==> images/clocks.png <==
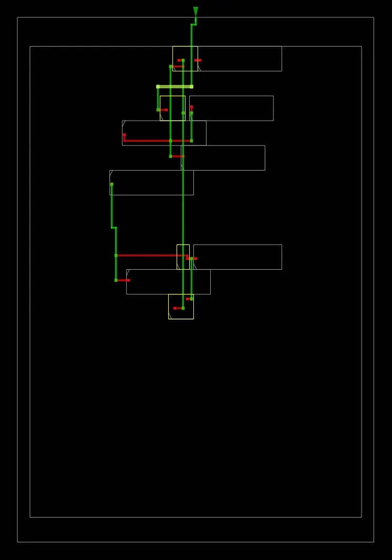
==> images/metal_density.png <==
The bar under the picture is 10 um long. The die is cut into 8 by 12 equal tiles; white is low, dark blue is high, scaled to the fullest tile. Values are wire area over tile area, all layers added.
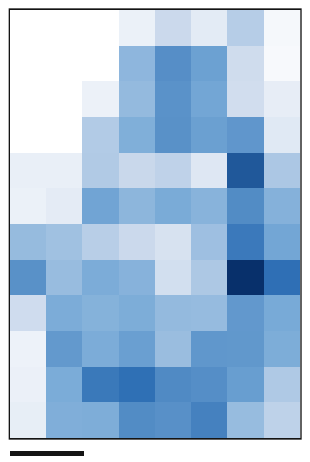
==> images/clk_routes.png <==
The bar under the picture is 10 um long.
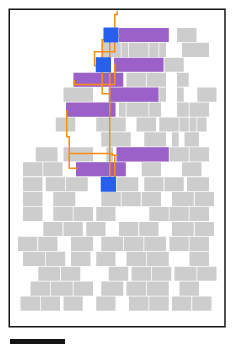
==> config.mk <==
export PLATFORM = sky130hd
export DESIGN_NAME = min_max_scheduler_flat
export DESIGN_NICKNAME = d
export VERILOG_FILES = /design/src/rtl/min_max_scheduler_pkg.sv /design/src/rtl/min_max_scheduler_if.sv /design/src/rtl/min_max_scheduler_rr_arbiter.sv /design/src/rtl/min_max_scheduler.sv /design/src/flat_wrapper.sv
export SDC_FILE = /design/constraint.sdc
export NUM_CORES = 1
export LEC_CHECK = 0
export CORE_ASPECT_RATIO = 1.5
export CORE_UTILIZATION = 28
export CTS_CLUSTER_SIZE = 20
export DETAILED_ROUTE_END_ITERATION = 6
export PLACE_DENSITY = 0.86
export SYNTH_ARGS = -nofsm -noshare
export SYNTH_HDL_FRONTEND = slang
export SYNTH_HIERARCHICAL = 1
export SYNTH_SLANG_ARGS = --single-unit
==> constraint.sdc <==
create_clock -name clk -period 5.2 [get_ports clk]
set_clock_uncertainty 0.2 [all_clocks]
set_input_delay 1.04 -clock clk [delete_from_list [all_inputs] [get_ports clk]]
set_output_delay 1.04 -clock clk [all_outputs]
set_load 0.01 [all_outputs]
==> results.txt <==
combinational share of power = 0.654
fin nets = 161
VDD IR max = 0.157 mV
met2 wire length = 1080 um
Cell Area, Synth = 577 um2
Die W = 39.1 um
reg2reg setup slack = 3.66 ns
Syn. warnings = 6
Finished Layout Cells = 136
Synth Instances = 51
most frequent CP cell = clkdlybuf4s50_1
DR pass1 iterations = 3
DRC = 0
clk slew on worst S/H paths = 0.05 ns
Worst-Margin Slew = 0.306 ns
met2 Track Usage GR = 0.333
Final Cell Area = 1240 um2
Critical path buffers and inverters = 3
largest delay contributor family on the critical path = buffers and inverters
XOR Share, Synth = 0
fmax = 246 MHz
Top area cell types = mux2_2, dfrtp_1, mux2_4
vias in the first global route = 658
die y size = 57.6 um
Complex Gates by Area = 0.0260
number of enable flip-flop cells = 0
Data arrival, critical path = 2.83 ns
relative slew slack = 0.796
main kind of combinational logic by area = multiplexers
layer with the highest usage = met2
Hold Vio Cnt, Final = 0
Dominant cell area share = 0.312
Mux area share = 0.473
Simple-Gate Area Share = 0.132
status = finished clean
Int Pwr = 0.271 mW
first-pass GRT wire length = 2930 um
most common cell in the netlist = mux2_2
Notes on clocks.png above:
clock latency on the worst-skew pair: 0.24 ns
cts bufs inserted: 3
clock buf count: 4

Notes on metal_density.png above:
The mean over all tiles is 0.14. The fullest tile reaches 0.37. The emptiest ninth of the die: top left. 10% of the tiles are nearly empty. 30% of the tiles are over half the peak.
final WL: 1960 um
DR vias: 614
Tot GR Track Use: 0.188

Notes on clk_routes.png above:
Key: clock drivers = blue [count 3]; clock wires = orange [length 94.8 um]; flip-flops = purple [count 7]
There are 4 routed clock nets.
P_clk: 0.0479 mW
Clock power frac: 0.124

## power groups by stage
stage	Combinational, mW	Sequential (mW)	Clock, mW
floorplan	0.129	0.0853	0
global placement	0.252	0.0854	0
detailed placement	0.254	0.0865	0
CTS	0.256	0.0862	0.0502
global route	0.268	0.0882	0.0510
finish	0.253	0.0861	0.0479
## final cells by class
type / count / area (um2) / area share
Timing Repair Buffer: 65 / 648 / 0.521
Multi-Input combinational cell: 38 / 364 / 0.292
Sequential cell: 7 / 176 / 0.142
Clock buffer: 4 / 26.3 / 0.0211
Tap cell: 21 / 26.3 / 0.0211
Inverter: 1 / 3.75 / 0.00302
No activity file was given, so power comes from the tool's default toggle rates.
